sizing.png
Scale: 3 px per micron.
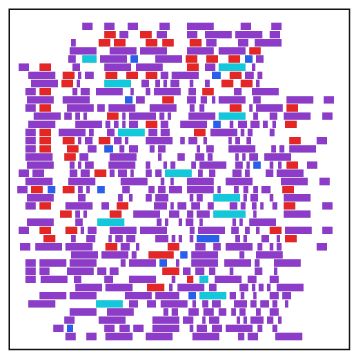
congestion_map.png
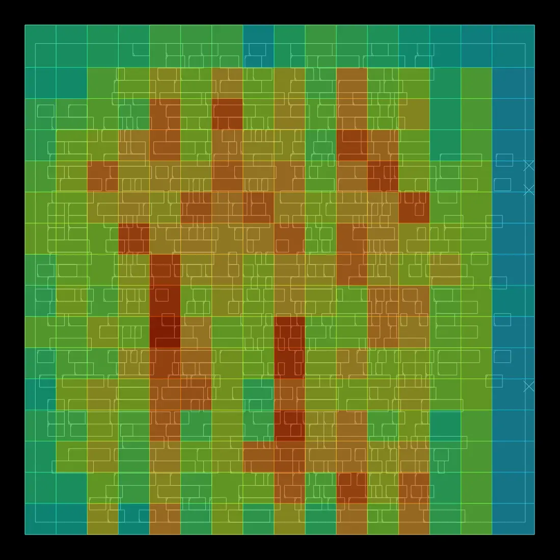
m3.png
Scale: 4 px per micron.
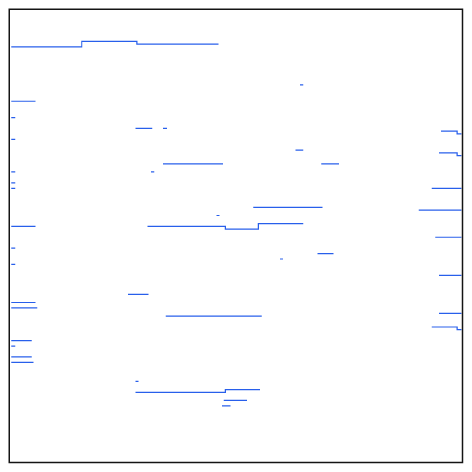
class_map.png
Scale: 3 px per micron. Fill, decap, tap and diode cells in gray.
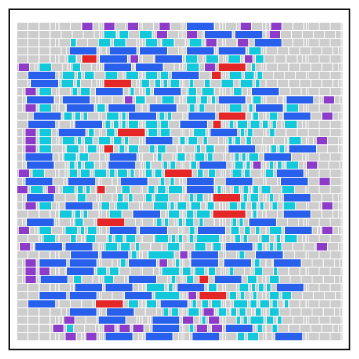
gates.png
Scale: 3 px per micron.
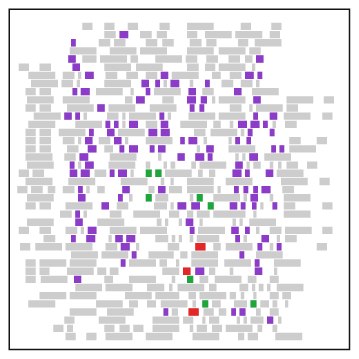
## src/rtl/str_sampler.sv

```systemverilog
// Clock-domain consumer for the self-timed ring: samples the stage outputs, extracts
// one parity bit per cycle, optionally debiases it, health-tests it and packs words.
module str_sampler #(
  parameter int LEN       = 8,
  parameter int WORD_W    = 32,
  parameter int VN_EN     = 1,
  parameter int RCT_LIMIT = 64
) (
  input  logic              clk,
  input  logic              rst,
  input  logic              en,
  input  logic [LEN-1:0]    s,
  input  logic              clr_flags,
  output logic [WORD_W-1:0] data,
  output logic              valid,
  input  logic              ready,
  output logic              overrun,
  output logic              alarm
);

  localparam int CNT_W = (WORD_W > 1) ? $clog2(WORD_W) : 1;
  localparam int RC_W  = $clog2(RCT_LIMIT + 1);

  logic [LEN-1:0]    r_s_q1, r_s_q2;
  logic              r_en_q1, r_en_q2;
  logic              r_vn_half, r_vn_b0;
  logic [CNT_W-1:0]  r_cnt;
  logic [WORD_W-1:0] r_shift;
  logic [RC_W-1:0]   r_rc;
  logic              r_last_raw;

  logic              w_raw, w_raw_vld;
  logic              w_bit, w_bit_vld;
  logic              w_accept, w_complete, w_load, w_ovr_set;
  logic [WORD_W-1:0] w_word;
  logic [RC_W-1:0]   w_rc_next;
  logic              w_alarm_set;

  // Raw bit extraction, debiasing, packing decisions and repetition-count update.
  always_comb begin
    w_raw     = ^r_s_q2;
    w_raw_vld = r_en_q2;
    w_bit     = w_raw;
    w_bit_vld = w_raw_vld;
    if (VN_EN != 0) begin
      w_bit     = r_vn_b0;
      w_bit_vld = w_raw_vld && r_vn_half && (w_raw != r_vn_b0);
    end else begin
      w_bit     = w_raw;
      w_bit_vld = w_raw_vld;
    end

    // A raised alarm freezes the packer; an already valid word still drains.
    w_accept   = w_bit_vld && !alarm;
    w_complete = w_accept && (r_cnt == CNT_W'(WORD_W - 1));
    w_word     = r_shift;
    w_word[r_cnt] = w_bit;
    w_load     = w_complete && (!valid || ready);
    w_ovr_set  = w_complete && valid && !ready;

    w_rc_next = '0;
    if (w_raw_vld) begin
      if (w_raw == r_last_raw) begin
        w_rc_next = (r_rc == RC_W'(RCT_LIMIT)) ? r_rc : r_rc + RC_W'(1);
      end else begin
        w_rc_next = RC_W'(1);
      end
    end else begin
      w_rc_next = '0;
    end
    w_alarm_set = w_raw_vld && (w_rc_next == RC_W'(RCT_LIMIT));
  end

  // Synchroniser, corrector state, packer, health counter and output registers.
  always_ff @(posedge clk or posedge rst) begin
    if (rst) begin
      r_s_q1     <= '0;
      r_s_q2     <= '0;
      r_en_q1    <= 1'b0;
      r_en_q2    <= 1'b0;
      r_vn_half  <= 1'b0;
      r_vn_b0    <= 1'b0;
      r_cnt      <= '0;
      r_shift    <= '0;
      r_rc       <= '0;
      r_last_raw <= 1'b0;
      data       <= '0;
      valid      <= 1'b0;
      overrun    <= 1'b0;
      alarm      <= 1'b0;
    end else begin
      r_s_q1  <= s;
      r_s_q2  <= r_s_q1;
      r_en_q1 <= en;
      r_en_q2 <= r_en_q1;

      if (w_raw_vld) begin
        if (!r_vn_half) begin
          r_vn_b0 <= w_raw;
        end
        r_vn_half <= !r_vn_half;
      end else begin
        r_vn_half <= 1'b0;
      end

      if (w_accept) begin
        r_shift[r_cnt] <= w_bit;
        r_cnt <= w_complete ? '0 : r_cnt + CNT_W'(1);
      end

      if (w_raw_vld) begin
        r_last_raw <= w_raw;
      end
      r_rc <= clr_flags ? '0 : w_rc_next;

      if (w_load) begin
        data  <= w_word;
        valid <= 1'b1;
      end else if (valid && ready) begin
        valid <= 1'b0;
      end

      if (w_ovr_set) begin
        overrun <= 1'b1;
      end else if (clr_flags) begin
        overrun <= 1'b0;
      end

      if (w_alarm_set) begin
        alarm <= 1'b1;
      end else if (clr_flags) begin
        alarm <= 1'b0;
      end
    end
  end

endmodule
```

## config.mk

```make
export PLATFORM = sky130hd
export DESIGN_NAME = str_sampler
export DESIGN_NICKNAME = d
export VERILOG_FILES = /design/src/rtl/str_sampler.sv
export SDC_FILE = /design/constraint.sdc
export NUM_CORES = 1
export LEC_CHECK = 0
export ABC_AREA = 0
export CELL_PAD_IN_SITES_DETAIL_PLACEMENT = 1
export CELL_PAD_IN_SITES_GLOBAL_PLACEMENT = 1
export CORE_MARGIN = 2
export CORE_UTILIZATION = 41
export CTS_CLUSTER_SIZE = 30
export DETAILED_ROUTE_END_ITERATION = 10
export PLACE_DENSITY = 0.75
export SLEW_MARGIN = 20
export SYNTH_ARGS = -nofsm -noshare
export SYNTH_HDL_FRONTEND = slang
export SYNTH_SLANG_ARGS = --single-unit
```

## constraint.sdc

```tcl
create_clock -name clk -period 4.2 [get_ports clk]
set_clock_uncertainty 0.1 [all_clocks]
set_input_delay 0.84 -clock clk [delete_from_list [all_inputs] [get_ports clk]]
set_output_delay 0.84 -clock clk [all_outputs]
set_load 0.1 [all_outputs]
```

==> qor.log <==
[cells_and_area] Comb gate area 2180 sq um
[clock_tree] H-tree depth reported by CTS 3
[setup_path] maximum single-stage delay on the critical path 760 ps
[global_route] total global routing overflow 0
[yosys] area share of and/or/nand/nor cells after synthesis 8.93%
[floorplanning] Core Rows 39
[floorplanning] Initial Util 42.2%
[global_route] busiest layer in global routing met2
[yosys] count of state elements after synthesis 100
[sta] setup repair after global routing missed its margin no
[global_route] antenna violations before repair 0
[floorplanning] area of the chip 12700 sq um
[clock_tree] Clock Sink Count 100
[cells_and_area] top cell category registers
[job] total of max-cap violations 0
[placed_design] count of input and output buffers 47
[cells_and_area] layout sequential cell count 100
[yosys] area share of and-or/or-and cells after synthesis 16.6%
[yosys] XORs/XNORs by Area 3.81%
[global_route] number of global-route vias before repair 3950
[floorplanning] # Taps 143
[yosys] yosys cell count 439
[power] leading power group combinational logic
[cells_and_area] number of non-filler instances in the completed layout 619
[detailed_routing] residual DRC count 3
[detailed_routing] Routed WL 11300 microns
[placed_design] placer congestion estimate 0.802
[detailed_routing] per-cell via count in the routed design 5.73
[sta] maximum clock frequency 303 MHz
[yosys] syn nets 459
[yosys] post-synthesis cell type with the largest combined area sky130_fd_sc_hd__dfrtp_1
[power] Clock net power 0.864 mW
[sta] Worst Tran Pin Value 993 ps
[clock_tree] clock-pin slew reported for the worst setup and hold paths after clock tree synthesis 70 ps
[power] leak pwr 2.32 nW
[setup_path] crit-path max FO 15
[yosys] Synth Flop Type sky130_fd_sc_hd__dfrtp_1
[yosys] proportion of netlist area held by the largest area contributor 51.5%
[power] share of total power in the clock network 24.5%
[detailed_routing] via count 3545
[setup_path] worst flop-to-flop path startpoint r_cnt[0]
[sta] final cycle utilization of the critical path 78.7%
[clock_tree] clock tree root driver cell sky130_fd_sc_hd__clkbuf_16
[setup_path] slowest stage cell, crit path sky130_fd_sc_hd__nor4_4
[cells_and_area] highest-count cells in the layout ignoring fill and taps sky130_fd_sc_hd__dfrtp_1, sky130_fd_sc_hd__mux2_2, sky130_fd_sc_hd__clkdlybuf4s50_1
[detailed_routing] amount of wire on met3 after detailed routing 306 microns
[sta] final-layout setup total negative slack 0 ps
[floorplanning] Die X 113 microns
[sta] Pins Over Slew Limit 0
[global_route] first-pass GRT wire length 19800 microns
[yosys] number of distinct library cells after synthesis 38
[min_path] hold endpoint r_s_q2[5]
[sta] Min Clock Period, post-route 3300 ps
[sta] number of failing setup endpoints in the final timing report 0
[yosys] most used standard cell by instance count after synthesis sky130_fd_sc_hd__dfrtp_1
[yosys] flip-flops with a built-in enable 0
[run_status] violated checks design-rule violations
[detailed_routing] metal1 wirelength 5080 microns
[cells_and_area] count of non-CTS inverters in the layout 11
[sta] WHS 251 ps
[cells_and_area] FILL cells 1247
[placed_design] Detail Placement HPWL 7290 microns
[yosys] top logic cell family in the synthesized netlist AND-OR/OR-AND gates
[setup_path] WP buf/inv 2
[power] combinational logic power 1.48 mW
[cells_and_area] Final #Nets 491
[yosys] Netlist Area Pre-Place 4860 sq um
[setup_path] data arrival time of the critical path 3440 ps
[power] Net Sw Power 1.57 mW
[setup_path] kind of end point of the critical path flip-flop
[min_path] cell count of the worst hold path 0
[detailed_routing] Post-DRT Antenna Nets 0
[power] internal power 1.96 mW
[placed_design] worst setup timing slack at the placement stage 867 ps
[cells_and_area] Ant. Diodes 0
[clock_tree] # hold bufs at CTS 0
[power] Logic pwr share 42.0%
[power] flip-flop and latch power 1.18 mW
[cells_and_area] fraction of standard cell area that is sequential 43.6%
[power] post-layout power 3.53 mW
[setup_path] Startpoint Class flip-flop
[yosys] top cells, area sky130_fd_sc_hd__dfrtp_1, sky130_fd_sc_hd__mux2_2, sky130_fd_sc_hd__o31ai_1
[clock_tree] Skew-Pair Late Insertion Delay 350 ps
[clock_tree] Longest Clk Path Bufs 2
[setup_path] top cell family by delay on the critical path simple AND/OR/NAND/NOR gates
[cells_and_area] relative area change from synthesis to final layout 18.1%
[min_path] worst hold path type flip-flop to flip-flop
[setup_path] Crit. Startpoint r_cnt[0]
[detailed_routing] DR pass1 iterations 7
[cells_and_area] fraction of final layout cells sized beyond drive strength 1 18.1%
[setup_path] required time of the critical path 4330 ps
[run_status] status finished with violations
[cells_and_area] Reg area 2500 sq um
[floorplanning] Core ar. 11500 sq um
[yosys] summed standard-cell area reported by yosys 4860 sq um
[sta] worst relative slew slack 33.5%
[cells_and_area] post-route design area 5740 sq um
[setup_path] CP Capture Point data[16]
[yosys] Yosys warning count 0
[global_route] overall fraction of global-route tracks in use 19.3%
[cells_and_area] multi-input combinational gate total 294
[clock_tree] post-CTS setup buffer count 0
[sta] Final Hold Fails 0
[cells_and_area] number of signal-net buffers in the layout 55
Back to the opening pictures, sizing.png:
red -> x2  # cells 60, most used mux2_2
purple -> x1 and smaller  # cells 390, most used dfrtp_1
cyan -> x6 and larger  # cells 12, most used clkbuf_16
blue -> x3 and x4  # cells 14, most used buf_4

Back to the opening pictures, congestion_map.png:
grt met2 use: 32.9%
routed length per instance: 18.3 microns
met3 capacity usage during global routing: 3.37%
final core occ: 49.9%
Global Route met1 Usage: 24.8%

Back to the opening pictures, m3.png:
main direction = horizontal
nets with wire on the layer = 32
longest straight run = 23.7 microns
wire length on this layer = 306 microns
share of all routed wire = 2.7%

Back to the opening pictures, class_map.png:
purple -> remaining buffers and delay cells  # cells 55, share of their area 9.5%
blue -> sequential cells  # cells 100, share of their area 45%
red -> clock drivers and dummy loads  # cells 16, share of their area 5.6%
cyan -> remaining logic cells  # cells 305, share of their area 40%

Back to the opening pictures, gates.png:
purple -> aoi and oai cells  # cells 116, most used o21ai_0
green -> and/or cells  # cells 8, most used and3_1
red -> non-inverting ao/oa cells  # cells 3, most used a32o_1

Power figures rest on the tool's default switching activity, not on a simulated workload.
